## config.mk

```make
export PLATFORM = sky130hd
export DESIGN_NAME = vga_timing_gen_flat
export DESIGN_NICKNAME = d
export VERILOG_FILES = /design/src/rtl/vga_timing_pkg.sv /design/src/rtl/vga_timing_gen_if.sv /design/src/rtl/vga_axis_counter.sv /design/src/rtl/vga_timing_gen.sv /design/src/flat_wrapper.sv
export SDC_FILE = /design/constraint.sdc
export NUM_CORES = 1
export LEC_CHECK = 0
export ABC_CLOCK_PERIOD_IN_PS = 2500
export CORE_MARGIN = 1
export CORE_UTILIZATION = 49
export CTS_CLUSTER_SIZE = 24
export DETAILED_ROUTE_END_ITERATION = 10
export PLACE_DENSITY = 0.9
export RECOVER_POWER = 50
export SYNTH_ARGS = -nofsm -noshare
export SYNTH_HDL_FRONTEND = slang
export SYNTH_SLANG_ARGS = --single-unit
```

## constraint.sdc

```tcl
create_clock -name clk_pixel -period 2.5 [get_ports clk_pixel]
set_input_delay 0.5 -clock clk_pixel [delete_from_list [all_inputs] [get_ports clk_pixel]]
set_output_delay 0.5 -clock clk_pixel [all_outputs]
set_load 0.005 [all_outputs]
```

## src/rtl/vga_timing_pkg.sv

```systemverilog
// Shared mode constants, polarity levels and timing helpers for the raster generator.
// Derived positions are plain ints so they can feed parameters at elaboration.
package vga_timing_pkg;

    typedef struct packed {
        int res;
        int front_porch;
        int pulse;
        int back_porch;
    } axis_mode_t;

    typedef struct packed {
        axis_mode_t h;
        axis_mode_t v;
    } vga_mode_t;

    typedef struct packed {
        int total;
        int sync_start;
        int sync_end;
    } axis_timing_t;

    localparam logic POL_POSITIVE = 1'b1;
    localparam logic POL_NEGATIVE = 1'b0;

    localparam vga_mode_t MODE_640X480_60 = '{
        h: '{res: 640,  front_porch: 16,  pulse: 96,  back_porch: 48},
        v: '{res: 480,  front_porch: 10,  pulse: 2,   back_porch: 33}
    };
    localparam vga_mode_t MODE_800X600_60 = '{
        h: '{res: 800,  front_porch: 40,  pulse: 128, back_porch: 88},
        v: '{res: 600,  front_porch: 1,   pulse: 4,   back_porch: 23}
    };
    localparam vga_mode_t MODE_1280X720_60 = '{
        h: '{res: 1280, front_porch: 110, pulse: 40,  back_porch: 220},
        v: '{res: 720,  front_porch: 5,   pulse: 5,   back_porch: 20}
    };

    function automatic axis_timing_t axis_timing(input int res, input int front_porch,
                                                 input int pulse, input int back_porch);
        axis_timing_t t;
        t.total      = res + front_porch + pulse + back_porch;
        t.sync_start = res + front_porch;
        t.sync_end   = res + front_porch + pulse;
        return t;
    endfunction

    function automatic logic sync_level(input logic in_pulse, input logic polarity);
        return in_pulse ? polarity : ~polarity;
    endfunction

endpackage

```

## src/rtl/vga_timing_gen_if.sv

```systemverilog
// Pixel-side bundle of the raster generator: FIFO handshake, beam position and VGA pins.
interface vga_timing_gen_if #(
    parameter int BITS_X = 10,
    parameter int BITS_Y = 10
);
    logic              clk_pixel_ena;
    logic              test_picture;
    logic              pixel_valid;
    logic [7:0]        r_i;
    logic [7:0]        g_i;
    logic [7:0]        b_i;
    logic              underflow_clr;
    logic              fetch_next;
    logic              line_replay;
    logic [BITS_X-1:0] beam_x;
    logic [BITS_Y-1:0] beam_y;
    logic              frame_start;
    logic              underflow;
    logic [7:0]        vga_r;
    logic [7:0]        vga_g;
    logic [7:0]        vga_b;
    logic              vga_hsync;
    logic              vga_vsync;
    logic              vga_vblank;
    logic              vga_blank;
    logic              vga_de;

    modport master (
        input  clk_pixel_ena, test_picture, pixel_valid, r_i, g_i, b_i, underflow_clr,
        output fetch_next, line_replay, beam_x, beam_y, frame_start, underflow,
               vga_r, vga_g, vga_b, vga_hsync, vga_vsync, vga_vblank, vga_blank, vga_de
    );

    modport slave (
        output clk_pixel_ena, test_picture, pixel_valid, r_i, g_i, b_i, underflow_clr,
        input  fetch_next, line_replay, beam_x, beam_y, frame_start, underflow,
               vga_r, vga_g, vga_b, vga_hsync, vga_vsync, vga_vblank, vga_blank, vga_de
    );

endinterface

```

## src/rtl/vga_axis_counter.sv

```systemverilog
// One raster axis: wrapping position counter with active-region and sync-pulse decode.
// wrap is the qualified terminal step, so chaining wrap into the next axis's increment cascades.
module vga_axis_counter
    import vga_timing_pkg::*;
#(
    parameter int   TOTAL       = 800,
    parameter int   ACTIVE      = 640,
    parameter int   FRONT_PORCH = 16,
    parameter int   PULSE       = 96,
    parameter logic POLARITY    = POL_POSITIVE,
    parameter int   WIDTH       = 10
) (
    input  logic             clk,
    input  logic             reset,
    input  logic             enable,
    input  logic             increment,
    output logic [WIDTH-1:0] count,
    output logic             wrap,
    output logic             active,
    output logic             sync
);

    localparam axis_timing_t TIM = axis_timing(ACTIVE, FRONT_PORCH, PULSE,
                                               TOTAL - ACTIVE - FRONT_PORCH - PULSE);
    localparam logic [WIDTH-1:0] LAST = WIDTH'(TOTAL - 1);

    if (TIM.total - 1 >= (2 ** WIDTH)) begin : g_width_check
        $error("vga_axis_counter: total-1 (%0d) does not fit in %0d bits", TIM.total - 1, WIDTH);
    end

    logic [WIDTH-1:0] count_q;
    logic [WIDTH-1:0] count_d;
    logic             terminal;
    logic             in_pulse;

    always_comb begin
        terminal = (count_q == LAST);
        count_d  = count_q;
        if (enable && increment) begin
            count_d = terminal ? '0 : count_q + 1'b1;
        end
        in_pulse = (int'(count_q) >= TIM.sync_start) && (int'(count_q) < TIM.sync_end);
    end

    always_ff @(posedge clk) begin
        if (reset) begin
            count_q <= '0;
        end else begin
            count_q <= count_d;
        end
    end

    assign count  = count_q;
    assign wrap   = enable && increment && terminal;
    assign active = int'(count_q) < ACTIVE;
    assign sync   = sync_level(in_pulse, POLARITY);

endmodule

```

## src/rtl/vga_timing_gen.sv

```systemverilog
// Raster timing generator and pixel output stage: position counters, repetition tracking,
// FIFO/test-pattern data mux, sticky underflow and the registered VGA/DVI outputs.
module vga_timing_gen
    import vga_timing_pkg::*;
#(
    parameter int   c_resolution_x      = MODE_640X480_60.h.res,
    parameter int   c_hsync_front_porch = MODE_640X480_60.h.front_porch,
    parameter int   c_hsync_pulse       = MODE_640X480_60.h.pulse,
    parameter int   c_hsync_back_porch  = MODE_640X480_60.h.back_porch,
    parameter int   c_resolution_y      = MODE_640X480_60.v.res,
    parameter int   c_vsync_front_porch = MODE_640X480_60.v.front_porch,
    parameter int   c_vsync_pulse       = MODE_640X480_60.v.pulse,
    parameter int   c_vsync_back_porch  = MODE_640X480_60.v.back_porch,
    parameter int   c_bits_x            = 10,
    parameter int   c_bits_y            = 10,
    parameter logic c_hsync_polarity    = POL_POSITIVE,
    parameter logic c_vsync_polarity    = POL_POSITIVE,
    parameter int   c_rep_x             = 1,
    parameter int   c_rep_y             = 1
) (
    input  logic             clk_pixel,
    input  logic             reset,
    vga_timing_gen_if.master vga
);

    localparam axis_timing_t H_TIM = axis_timing(c_resolution_x, c_hsync_front_porch,
                                                 c_hsync_pulse, c_hsync_back_porch);
    localparam axis_timing_t V_TIM = axis_timing(c_resolution_y, c_vsync_front_porch,
                                                 c_vsync_pulse, c_vsync_back_porch);
    localparam logic [1:0] REP_X_LAST = 2'(c_rep_x - 1);
    localparam logic [1:0] REP_Y_LAST = 2'(c_rep_y - 1);

    if (!(c_rep_x == 1 || c_rep_x == 2 || c_rep_x == 4) || (c_resolution_x % c_rep_x) != 0) begin : g_rep_x_check
        $error("vga_timing_gen: c_rep_x must be 1, 2 or 4 and divide c_resolution_x");
    end
    if (!(c_rep_y == 1 || c_rep_y == 2 || c_rep_y == 4) || (c_resolution_y % c_rep_y) != 0) begin : g_rep_y_check
        $error("vga_timing_gen: c_rep_y must be 1, 2 or 4 and divide c_resolution_y");
    end

    logic [c_bits_x-1:0] x_count;
    logic [c_bits_y-1:0] y_count;
    logic x_wrap, x_active, x_sync;
    logic y_wrap, y_active, y_sync;

    vga_axis_counter #(
        .TOTAL(H_TIM.total), .ACTIVE(c_resolution_x), .FRONT_PORCH(c_hsync_front_porch),
        .PULSE(c_hsync_pulse), .POLARITY(c_hsync_polarity), .WIDTH(c_bits_x)
    ) u_x_counter (
        .clk(clk_pixel), .reset(reset), .enable(1'b1), .increment(vga.clk_pixel_ena),
        .count(x_count), .wrap(x_wrap), .active(x_active), .sync(x_sync)
    );

    vga_axis_counter #(
        .TOTAL(V_TIM.total), .ACTIVE(c_resolution_y), .FRONT_PORCH(c_vsync_front_porch),
        .PULSE(c_vsync_pulse), .POLARITY(c_vsync_polarity), .WIDTH(c_bits_y)
    ) u_y_counter (
        .clk(clk_pixel), .reset(reset), .enable(1'b1), .increment(x_wrap),
        .count(y_count), .wrap(y_wrap), .active(y_active), .sync(y_sync)
    );

    logic [1:0] rep_x_q, rep_x_d, rep_y_q, rep_y_d;
    logic [7:0] r_q, r_d, g_q, g_d, b_q, b_d;
    logic hsync_q, hsync_d, vsync_q, vsync_d, vblank_q, vblank_d;
    logic blank_q, blank_d, de_q, de_d, frame_start_q, frame_start_d;
    logic line_replay_q, line_replay_d, fetch_next_q, fetch_next_d;
    logic underflow_q, underflow_d;
    logic emit_active, underflow_set;

    // Repetition phases restart at every line/frame start, so they equal x%rep and y%rep
    // even when the totals are not multiples of the repetition factor.
    always_comb begin
        rep_x_d       = rep_x_q;
        rep_y_d       = rep_y_q;
        r_d           = r_q;
        g_d           = g_q;
        b_d           = b_q;
        hsync_d       = hsync_q;
        vsync_d       = vsync_q;
        vblank_d      = vblank_q;
        blank_d       = blank_q;
        de_d          = de_q;
        frame_start_d = frame_start_q;
        line_replay_d = line_replay_q;
        fetch_next_d  = 1'b0;
        emit_active   = x_active && y_active;
        underflow_set = vga.clk_pixel_ena && emit_active && !vga.pixel_valid && !vga.test_picture;

        if (vga.clk_pixel_ena) begin
            rep_x_d = (x_wrap || rep_x_q == REP_X_LAST) ? 2'd0 : rep_x_q + 2'd1;
            if (x_wrap) begin
                rep_y_d = (y_wrap || rep_y_q == REP_Y_LAST) ? 2'd0 : rep_y_q + 2'd1;
            end
            de_d          = emit_active;
            blank_d       = !emit_active;
            vblank_d      = !y_active;
            hsync_d       = x_sync;
            vsync_d       = y_sync;
            frame_start_d = (x_count == '0) && (y_count == '0);
            line_replay_d = emit_active && (rep_y_q != REP_Y_LAST);
            fetch_next_d  = emit_active && (rep_x_q == REP_X_LAST);
            r_d = 8'd0;
            g_d = 8'd0;
            b_d = 8'd0;
            if (emit_active && vga.test_picture) begin
                r_d = 8'(x_count);
                g_d = 8'(y_count);
                b_d = 8'(x_count) ^ 8'(y_count);
            end else if (emit_active && vga.pixel_valid) begin
                r_d = vga.r_i;
                g_d = vga.g_i;
                b_d = vga.b_i;
            end
        end

        underflow_d = underflow_set || (underflow_q && !vga.underflow_clr);
    end

    always_ff @(posedge clk_pixel) begin
        if (reset) begin
            rep_x_q       <= 2'd0;
            rep_y_q       <= 2'd0;
            r_q           <= 8'd0;
            g_q           <= 8'd0;
            b_q           <= 8'd0;
            hsync_q       <= ~c_hsync_polarity;
            vsync_q       <= ~c_vsync_polarity;
            vblank_q      <= 1'b0;
            blank_q       <= 1'b1;
            de_q          <= 1'b0;
            frame_start_q <= 1'b0;
            line_replay_q <= 1'b0;
            fetch_next_q  <= 1'b0;
            underflow_q   <= 1'b0;
        end else begin
            rep_x_q       <= rep_x_d;
            rep_y_q       <= rep_y_d;
            r_q           <= r_d;
            g_q           <= g_d;
            b_q           <= b_d;
            hsync_q       <= hsync_d;
            vsync_q       <= vsync_d;
            vblank_q      <= vblank_d;
            blank_q       <= blank_d;
            de_q          <= de_d;
            frame_start_q <= frame_start_d;
            line_replay_q <= line_replay_d;
            fetch_next_q  <= fetch_next_d;
            underflow_q   <= underflow_d;
        end
    end

    assign vga.beam_x      = x_count;
    assign vga.beam_y      = y_count;
    assign vga.vga_r       = r_q;
    assign vga.vga_g       = g_q;
    assign vga.vga_b       = b_q;
    assign vga.vga_hsync   = hsync_q;
    assign vga.vga_vsync   = vsync_q;
    assign vga.vga_vblank  = vblank_q;
    assign vga.vga_blank   = blank_q;
    assign vga.vga_de      = de_q;
    assign vga.frame_start = frame_start_q;
    assign vga.line_replay = line_replay_q;
    assign vga.fetch_next  = fetch_next_q;
    assign vga.underflow   = underflow_q;

endmodule

```

## src/flat_wrapper.sv

```systemverilog
// flat-port wrapper written by rule: the top's interface ports become plain ports
module vga_timing_gen_flat import vga_timing_pkg::*;
#(
    parameter int   c_resolution_x      = MODE_640X480_60.h.res,
    parameter int   c_hsync_front_porch = MODE_640X480_60.h.front_porch,
    parameter int   c_hsync_pulse       = MODE_640X480_60.h.pulse,
    parameter int   c_hsync_back_porch  = MODE_640X480_60.h.back_porch,
    parameter int   c_resolution_y      = MODE_640X480_60.v.res,
    parameter int   c_vsync_front_porch = MODE_640X480_60.v.front_porch,
    parameter int   c_vsync_pulse       = MODE_640X480_60.v.pulse,
    parameter int   c_vsync_back_porch  = MODE_640X480_60.v.back_porch,
    parameter int   c_bits_x            = 10,
    parameter int   c_bits_y            = 10,
    parameter logic c_hsync_polarity    = POL_POSITIVE,
    parameter logic c_vsync_polarity    = POL_POSITIVE,
    parameter int   c_rep_x             = 1,
    parameter int   c_rep_y             = 1
)
  (clk_pixel, reset, vga_clk_pixel_ena, vga_test_picture, vga_pixel_valid, vga_r_i, vga_g_i, vga_b_i, vga_underflow_clr, vga_fetch_next, vga_line_replay, vga_beam_x, vga_beam_y, vga_frame_start, vga_underflow, vga_vga_r, vga_vga_g, vga_vga_b, vga_vga_hsync, vga_vga_vsync, vga_vga_vblank, vga_vga_blank, vga_vga_de);
  vga_timing_gen_if #(.BITS_X(4), .BITS_Y(3)) vga_i ();
  input  logic clk_pixel;
  input  logic reset;
  input wire logic [$bits(vga_i.clk_pixel_ena)-1:0] vga_clk_pixel_ena;
  input wire logic [$bits(vga_i.test_picture)-1:0] vga_test_picture;
  input wire logic [$bits(vga_i.pixel_valid)-1:0] vga_pixel_valid;
  input wire logic [$bits(vga_i.r_i)-1:0] vga_r_i;
  input wire logic [$bits(vga_i.g_i)-1:0] vga_g_i;
  input wire logic [$bits(vga_i.b_i)-1:0] vga_b_i;
  input wire logic [$bits(vga_i.underflow_clr)-1:0] vga_underflow_clr;
  output wire logic [$bits(vga_i.fetch_next)-1:0] vga_fetch_next;
  output wire logic [$bits(vga_i.line_replay)-1:0] vga_line_replay;
  output wire logic [$bits(vga_i.beam_x)-1:0] vga_beam_x;
  output wire logic [$bits(vga_i.beam_y)-1:0] vga_beam_y;
  output wire logic [$bits(vga_i.frame_start)-1:0] vga_frame_start;
  output wire logic [$bits(vga_i.underflow)-1:0] vga_underflow;
  output wire logic [$bits(vga_i.vga_r)-1:0] vga_vga_r;
  output wire logic [$bits(vga_i.vga_g)-1:0] vga_vga_g;
  output wire logic [$bits(vga_i.vga_b)-1:0] vga_vga_b;
  output wire logic [$bits(vga_i.vga_hsync)-1:0] vga_vga_hsync;
  output wire logic [$bits(vga_i.vga_vsync)-1:0] vga_vga_vsync;
  output wire logic [$bits(vga_i.vga_vblank)-1:0] vga_vga_vblank;
  output wire logic [$bits(vga_i.vga_blank)-1:0] vga_vga_blank;
  output wire logic [$bits(vga_i.vga_de)-1:0] vga_vga_de;
  assign vga_i.clk_pixel_ena = vga_clk_pixel_ena;
  assign vga_i.test_picture = vga_test_picture;
  assign vga_i.pixel_valid = vga_pixel_valid;
  assign vga_i.r_i = vga_r_i;
  assign vga_i.g_i = vga_g_i;
  assign vga_i.b_i = vga_b_i;
  assign vga_i.underflow_clr = vga_underflow_clr;
  assign vga_fetch_next = vga_i.fetch_next;
  assign vga_line_replay = vga_i.line_replay;
  assign vga_beam_x = vga_i.beam_x;
  assign vga_beam_y = vga_i.beam_y;
  assign vga_frame_start = vga_i.frame_start;
  assign vga_underflow = vga_i.underflow;
  assign vga_vga_r = vga_i.vga_r;
  assign vga_vga_g = vga_i.vga_g;
  assign vga_vga_b = vga_i.vga_b;
  assign vga_vga_hsync = vga_i.vga_hsync;
  assign vga_vga_vsync = vga_i.vga_vsync;
  assign vga_vga_vblank = vga_i.vga_vblank;
  assign vga_vga_blank = vga_i.vga_blank;
  assign vga_vga_de = vga_i.vga_de;
  vga_timing_gen #(.c_resolution_x(c_resolution_x), .c_hsync_front_porch(c_hsync_front_porch), .c_hsync_pulse(c_hsync_pulse), .c_hsync_back_porch(c_hsync_back_porch), .c_resolution_y(c_resolution_y), .c_vsync_front_porch(c_vsync_front_porch), .c_vsync_pulse(c_vsync_pulse), .c_vsync_back_porch(c_vsync_back_porch), .c_bits_x(c_bits_x), .c_bits_y(c_bits_y), .c_hsync_polarity(c_hsync_polarity), .c_vsync_polarity(c_vsync_polarity), .c_rep_x(c_rep_x), .c_rep_y(c_rep_y)) u_core (.clk_pixel(clk_pixel), .reset(reset), .vga(vga_i));
endmodule
```

Run 1, I/O pins on the die edge:
(6 px per um) Pins as bars across the die edge, other pins in grey.
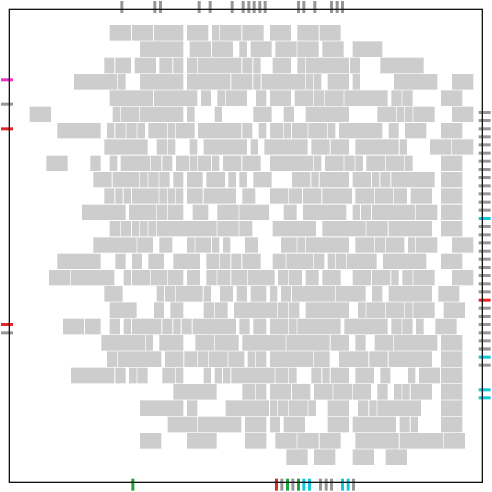
cyan -> `vga_vga_g`  # pins 8, direction output, edge 4 bottom, 4 right
magenta -> `clk_pixel`  # pins 1, direction input, edge left
red -> `vga_beam_x`  # pins 4, direction output, edge 2 left, 1 bottom, 1 right
green -> `vga_beam_y`  # pins 3, direction output, edge bottom

Run 1, gate-type map:
(4 px per um)
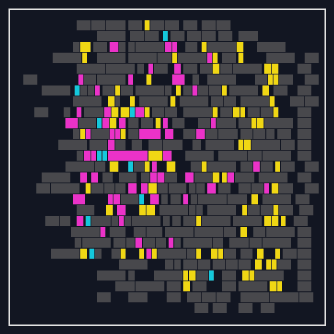
yellow -> NOR gates  # cells 78
cyan -> inverters  # cells 11
magenta -> NAND gates  # cells 54

Run 1, sequential cells coloured by netlist name:
(4 px per um) Other sequential cells in the stronger grey, the rest of the logic in the fainter grey.
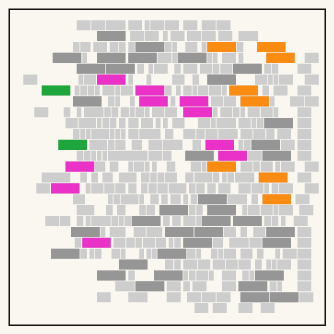
green -> `u_core.rep_x_q`  # sequential cells 2
orange -> `u_core.vga.vga_r`  # sequential cells 8
magenta -> `u_core.u_x_counter.count`  # sequential cells 10
not coloured = 37

==> results.tsv, run 1 <==
metric	value	unit
fin_crit	2.09	ns
status	finished, final reports clean	
ys_warn_count	0	
r2r_slack	0.41	ns
place_area	0.00349	sq mm
setup_viol	0	
layout.nonclk_buf_frac	0.214	
io_pins	70	
num_antenna_cells	0	
grtUsageTotal	0.262	
sw_frac_of_total	0.247	
gp_congestion	0.897	
fill_cells	425	
vias_per_cell	5.98	
drt_iter0_markers	249	
post_cts_buffers	0	
n_tap_cell	72	
edf_count	0	
tritoncts	built	
syn_nets	375	
drv_slew	0	
comb_area	0.00142	sq mm
initCoreUtil	0.516	
synthCells	338	
cap_violations	0	
worstSetupPathType	reg2reg	
warnings	29	
nets	425	
finalHoldViolations	0	
area_growth	27.2	%
[run 1: routing by layer]
layer	vias to the layer above	global-route usage	wire length [um]
met1	1311	0.314	3110
met5	-	0	0
met2	147	0.429	3670
li1	1294	-	-
met4	0	0.128	205
met3	25	0.0744	612
[run 1: worst max-delay path, cell delays in order (launching register included)]
cell,delay [ns]
dfxtp_1,0.56
a41oi_1,0.35
and4b_1,0.28
clkbuf_2,0.29
a221oi_1,0.40
nor3_1,0.08
[run 1: kinds of logic after synthesis]
logic type | Yosys count | synth area share
flops | 57 | 0.397
compound gates | 53 | 0.134
buf+inv | 52 | 0.106
xor+xnor | 20 | 0.0609
fa+ha+maj | 7 | 0.0305
simple gates | 149 | 0.271
[run 1: registers in the layout, indices dropped and copies added, names as in the netlist]
signal / flops
u_core.u_x_counter.count: 10
u_core.vga.vga_b: 8
u_core.rep_x_q: 2
u_core.vga.fetch_next: 1
u_core.vga.vga_de: 1
u_core.vga.vga_vblank: 1
u_core.vga.line_replay: 1
u_core.vga.vga_vsync: 1
u_core.vga.frame_start: 1
u_core.vga.vga_r: 8
u_core.vga.vga_hsync: 1
u_core.rep_y_q: 2
u_core.vga.vga_blank: 1
u_core.u_y_counter.count: 10
u_core.vga.underflow: 1
u_core.vga.vga_g: 8
[run 1: power groups by stage]
stage | registers, uW | logic (uW) | clock network [uW]
4_1_cts | 956 | 245 | 799
6_report | 954 | 234 | 804
3_5_place_dp | 976 | 243 | 0
3_3_place_gp | 975 | 237 | 0
2_1_floorplan | 979 | 102 | 0
5_1_grt | 958 | 255 | 846
Run 1, routing congestion map:
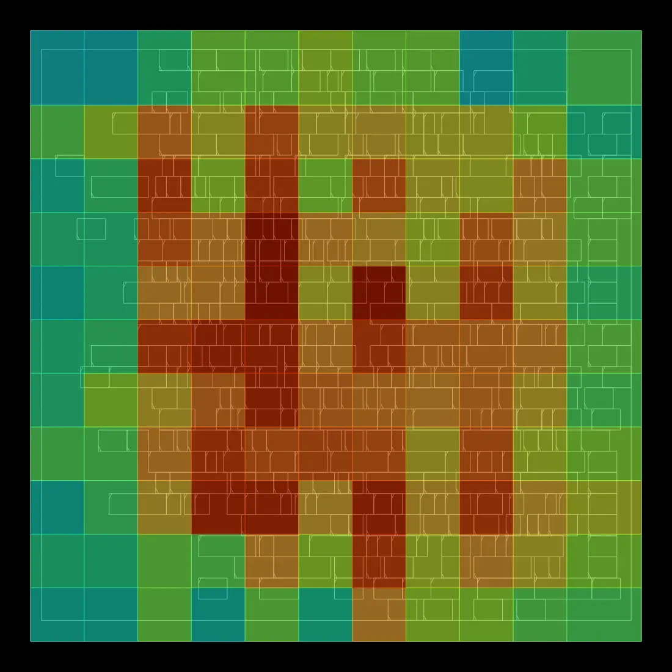

==> inputs of run 2 (changes only) <==
--- a/config.mk
+++ b/config.mk
@@ -5,7 +5,7 @@
 export SDC_FILE = /design/constraint.sdc
 export NUM_CORES = 1
 export LEC_CHECK = 0
-export ABC_CLOCK_PERIOD_IN_PS = 2500
+export ABC_CLOCK_PERIOD_IN_PS = 2000
 export CORE_MARGIN = 1
 export CORE_UTILIZATION = 49
 export CTS_CLUSTER_SIZE = 24
==> constraint.sdc (replaced) <==
create_clock -name clk_pixel -period 2 [get_ports clk_pixel]
set_input_delay 0.4 -clock clk_pixel [delete_from_list [all_inputs] [get_ports clk_pixel]]
set_output_delay 0.4 -clock clk_pixel [all_outputs]
set_load 0.005 [all_outputs]
Run 2, routing congestion map:
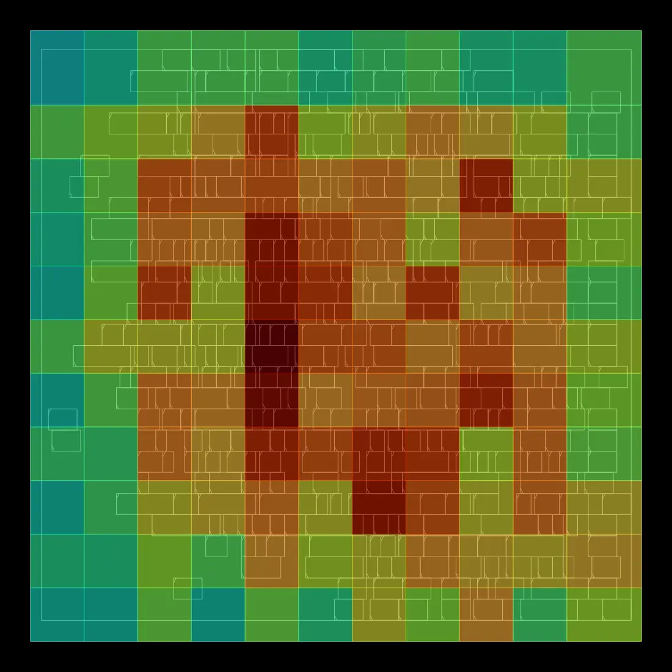
GRT Total Usage: 0.275
GR Layer Usage met1: 0.327
met2 usage: 0.446

==> run 2 against run 1 <==
Cell area grew 5.0%. Final cell count grew 4.1%. Clock skew is essentially flat. Non-clock buffer count grew 18. Critical path type is now reg2out. Synthesized cell count is the same.
==> results.tsv, run 2 <==
metric	value	unit	change
worstPathCellList	clkdlybuf4s50_1		
finClkSkew	0.00620	ns	
ys_warn_count	0		unchanged
finalHoldViolations	0		unchanged
tritoncts	built		
critPathTopFamily	buffers and inverters		
io_pins	70		unchanged
busiest_layer	met2		
cap_violations	0		unchanged
synthCells	338		unchanged
topCellsByArea	dfxtp_1 40%, a221oi_1 6.4%, nor2_1 5.7%		
place_area	0.00365	sq mm	+4.6%
path_buffers	1		unchanged
grt_max_degree	36		
wl_met2	3890	um	+5.9%
routed.top_layer	met4		
slowest_delay	0.58	ns	+0.02 ns
warnings	29		unchanged
m1WireLength	3190	um	+2.4%
area_growth	33.6	%	
yosys_area	0.00288	sq mm	
syn_nets	375		unchanged
drv_slew	0		unchanged
gp_congestion	0.906		+1.0%
fin_crit	1.87	ns	
setup_viol	0		unchanged
vias_per_cell	5.93		-0.89%
post_cts_buffers	0		unchanged
cts_hold_buffers	0		
wl_met3	706	um	+15%
initCoreUtil	0.516		unchanged
worstSetupPathType	reg2out		
status	finished, final reports clean		
edf_count	0		unchanged
ff_type	dfxtp_1		
drt_iter0_markers	311		+25%
grt_use_met3	0.0593		-0.0151
num_rows	27		
nets	443		+4.2%
cp_slowest_cell	clkdlybuf4s50_1		
Run 2, sequential cells coloured by netlist name:
(4 px per um) Other sequential cells in the stronger grey, the rest of the logic in the fainter grey.
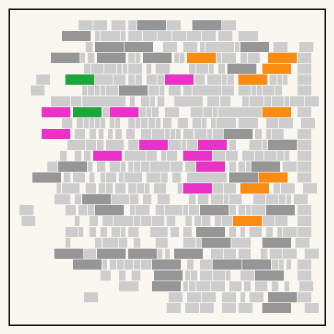
magenta -> `u_core.u_x_counter.count`  # sequential cells 10
orange -> `u_core.vga.vga_r`  # sequential cells 8
green -> `u_core.rep_x_q`  # sequential cells 2
not coloured = 37

[run 2: cell counts after synthesis]
No cell type changed its count.
[run 2: path summary, 6_finish.rpt]
check | startpoint | to | slack, ns | depth (start not counted)
max reg2reg | u_core.u_x_counter.count[3] | u_core.u_y_counter.count[9] | 0.16 | 4
max | u_core.u_x_counter.count[3] | vga_beam_x[3] | 0.13 | 1
min reg2reg | u_core.rep_y_q[1] | u_core.rep_y_q[1] | 0.46 | 2
min | u_core.rep_y_q[1] | u_core.rep_y_q[1] | 0.46 | 2
[run 2: metrics by stage]
| step | power [uW] | util | setup WS [ns] | instances | hold slack [ns] |
|---|---|---|---|---|---|
| floorplan | 1350 | - | 0.245 | 338 | 0.432 |
| finish | 2670 | 0.689 | 0.132 | 483 | 0.462 |
| CTS | 2690 | 0.692 | 0.121 | 483 | 0.459 |
| detailed placement | 1530 | 0.654 | -0.107 | 467 | 0.451 |
| global route | 2760 | 0.689 | 0.0635 | 483 | 0.490 |
| global placement | 1530 | 0.654 | 0.0238 | 467 | 0.447 |
[run 2: final cells by class]
cell class                      instances  area (sq um)
Clock inverter                          6          82.6
Clock buffer                           10           128
Multi-Input combinational cell        229          1420
Inverter                               11          41.3
Sequential cell                        57          1140
Fill cell                             414          1730
Timing Repair Buffer                   98           938
Tap cell                               72          90.1
[run 2: logic make-up (layout without fill, tap and decap cells)]
group	count (synthesis)	after routing	synth area share
flops	57	57	0.397
buf+inv	52	125	0.106
fa+ha+maj	7	7	0.0305
simple gates	149	149	0.271
compound gates	53	53	0.134
xor+xnor	20	20	0.0609
[run 2: report_power, final]
part	internal, uW	leakage [uW]	switching, uW	total [uW]
clock network	694	0.000106	475	1170
logic	169	0.000961	137	306
registers	1170	0.000466	19.3	1190
total	2040	0.00153	632	2670
Run 2, I/O pins on the die edge:
(6 px per um) Pins as bars across the die edge, other pins in grey.
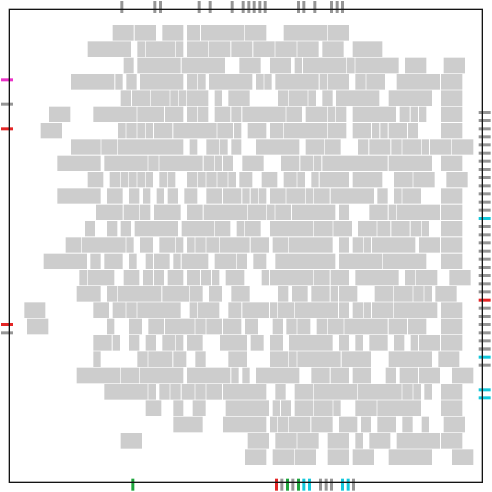

==> inputs of run 3 (changes only) <==
--- a/config.mk
+++ b/config.mk
@@ -6,12 +6,14 @@
 export NUM_CORES = 1
 export LEC_CHECK = 0
 export ABC_CLOCK_PERIOD_IN_PS = 2000
+export CAP_MARGIN = 20
 export CORE_MARGIN = 1
-export CORE_UTILIZATION = 49
+export CORE_UTILIZATION = 37
 export CTS_CLUSTER_SIZE = 24
 export DETAILED_ROUTE_END_ITERATION = 10
-export PLACE_DENSITY = 0.9
+export PLACE_DENSITY = 0.74
 export RECOVER_POWER = 50
 export SYNTH_ARGS = -nofsm -noshare
 export SYNTH_HDL_FRONTEND = slang
 export SYNTH_SLANG_ARGS = --single-unit
+export TNS_END_PERCENT = 50
Run 3, I/O pins on the die edge:
(4 px per um) Pins as bars across the die edge, other pins in grey.
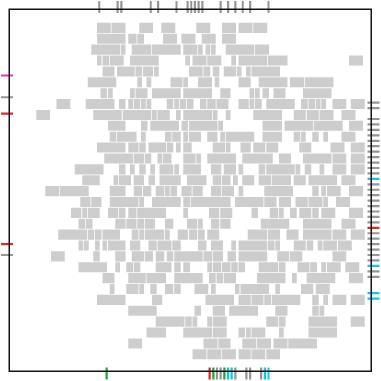
cyan -> `vga_vga_g`  # pins 8, direction output, edge 4 bottom, 4 right
green -> `vga_beam_y`  # pins 3, direction output, edge bottom
red -> `vga_beam_x`  # pins 4, direction output, edge 2 left, 1 bottom, 1 right
magenta -> `clk_pixel`  # pins 1, direction input, edge left
all pins by edge = 34 right, 17 top, 14 bottom, 5 left

Run 3, sequential cells coloured by netlist name:
(3 px per um) Other sequential cells in the stronger grey, the rest of the logic in the fainter grey.
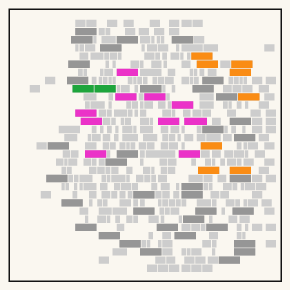
magenta -> `u_core.u_x_counter.count`  # sequential cells 10, where middle
green -> `u_core.rep_x_q`  # sequential cells 2
orange -> `u_core.vga.vga_r`  # sequential cells 8
not coloured = 37

==> run 3 against run 2 <==
Flip-flop count did not move. Combinational power fell by 2%. Setup slack got worse by 0.020 ns. Via count fell by 6.8%. Largest cell class unchanged. Critical path type unchanged. Final cell count rose by 4.3%. Highest routed layer unchanged. Count of clock-buffer cells in the layout rose by 3. Non-clock buffer count fell by 5. Synthesized cell count did not move. Hold slack got worse by 0.0075 ns. Clock power fell by about 10%.
==> results.tsv, run 3 <==
metric	value	unit	change
status	finished, final reports clean		
grtUsageTotal	0.201		-0.0738
grt_max_degree	35		-2.8%
nets	438		-1.1%
num_rows	31		+15%
comb_power_share	0.120		+0.005
ff_type	dfxtp_1		
seq_area	0.00114	sq mm	+0.11%
io_pins	70		unchanged
cap_violations	0		unchanged
topCellsByArea	dfxtp_1 40%, a221oi_1 6.4%, nor2_1 5.7%		
cts_hold_buffers	0		unchanged
drt_iter0_markers	112		-64%
tritoncts	built		
critPathTopFamily	buffers and inverters		
yosys_area	0.00288	sq mm	unchanged
gp_congestion	0.879		-2.9%
comb_area	0.00142	sq mm	unchanged
powerDensity	654	mW/mm^2	
finalHoldViolations	0		unchanged
cp_slowest_cell	clkdlybuf4s50_1		
power.group.top	sequential cells		
intPower	1880	uW	-7.6%
p_clk_frac	0.402		-0.036
syn_nets	375		unchanged
worstPathCellList	buf_4, clkdlybuf4s50_1		
drv_slew	0		unchanged
pwr-share-seq	0.479		+0.032
finClkSkew	0.00622	ns	+0.0000167 ns
edf_count	0		unchanged
p_seq	1190	uW	about the same
dp_slack	-0.0792	ns	+0.0282 ns
hold_slack	0.454	ns	-0.00750 ns
warnings	29		unchanged
setup_viol	0		unchanged
vias_per_cell	5.30		-11%
num_antenna_cells	0		
cts-root-buf	clkbuf_8		
worst_slack	0.111	ns	-0.0203 ns
cp-startpoint	u_core.u_x_counter.count[2]		
path_buffers	2		+1
min-delay-start	u_core.rep_y_q[1]		
area_growth	32.6	%	
pg_clk	1000	uW	-10%
worstSetupPathType	reg2out		
p_sw	611	uW	-3.3%
reg2reg_from	u_core.u_x_counter.count[7]		
run 3: cell count changes in the layout (fill, tap and decap cells not counted), sizes merged:
cell	change
clkbuf	+4
clkdlybuf4s50	+1
clkinv	-2
bufinv	-2
buf	-6
dlygate4sd3	-1
run 3: per-stage QoR:
stage	area [sq um]	power [uW]	utilization	std cells
floorplan	2880	1350	-	338
global placement	3660	1530	0.496	489
detailed placement	3660	1540	0.496	489
CTS	3840	2520	0.521	504
global route	3810	2590	0.517	504
finish	3810	2490	0.517	504
run 3: logic make-up (layout without fill, tap and decap cells):
kind of cell | Yosys count | after routing | share of synthesized area
adder cells (fa/ha/maj) | 7 | 7 | 0.0305
flip-flops | 57 | 57 | 0.397
AND-OR/OR-AND | 53 | 53 | 0.134
AND/OR/NAND/NOR | 149 | 149 | 0.271
buffers and inverters | 52 | 119 | 0.106
XOR/XNOR | 20 | 20 | 0.0609
run 3: repair_timing:
item	4_1_cts	5_1_grt
gates resized	0	1
setup endpoints to repair	0	1
buffers inserted	0	0
run 3: final timing paths:
| path | depth (start not counted) | slack [ns] | to |
|---|---|---|---|
| min reg2reg | 2 | 0.45 | u_core.rep_y_q[1] |
| max | 2 | 0.11 | vga_beam_x[2] |
| min | 2 | 0.45 | u_core.rep_y_q[1] |
| max reg2reg | 4 | 0.14 | u_core.u_y_counter.count[9] |
run 3: cell type report:
type                       instances  share of cell area
multi-input combinational        229               0.373
clock buffer                      13              0.0443
tap                               99              0.0325
clock inverter                     2             0.00328
inverter                          11              0.0108
sequential                        57               0.300
timing repair buffer              93               0.236
run 3: layer usage:
metal / track usage / share of wire / vias to the layer above
li1: - / - / 1319
met1: 0.268 / 0.47 / 1235
met3: 0.0415 / 0.061 / 20
met2: 0.307 / 0.45 / 96
met5: 0 / 0 / -
met4: 0.102 / 0.024 / 0
Power and IR drop assume default switching activity.
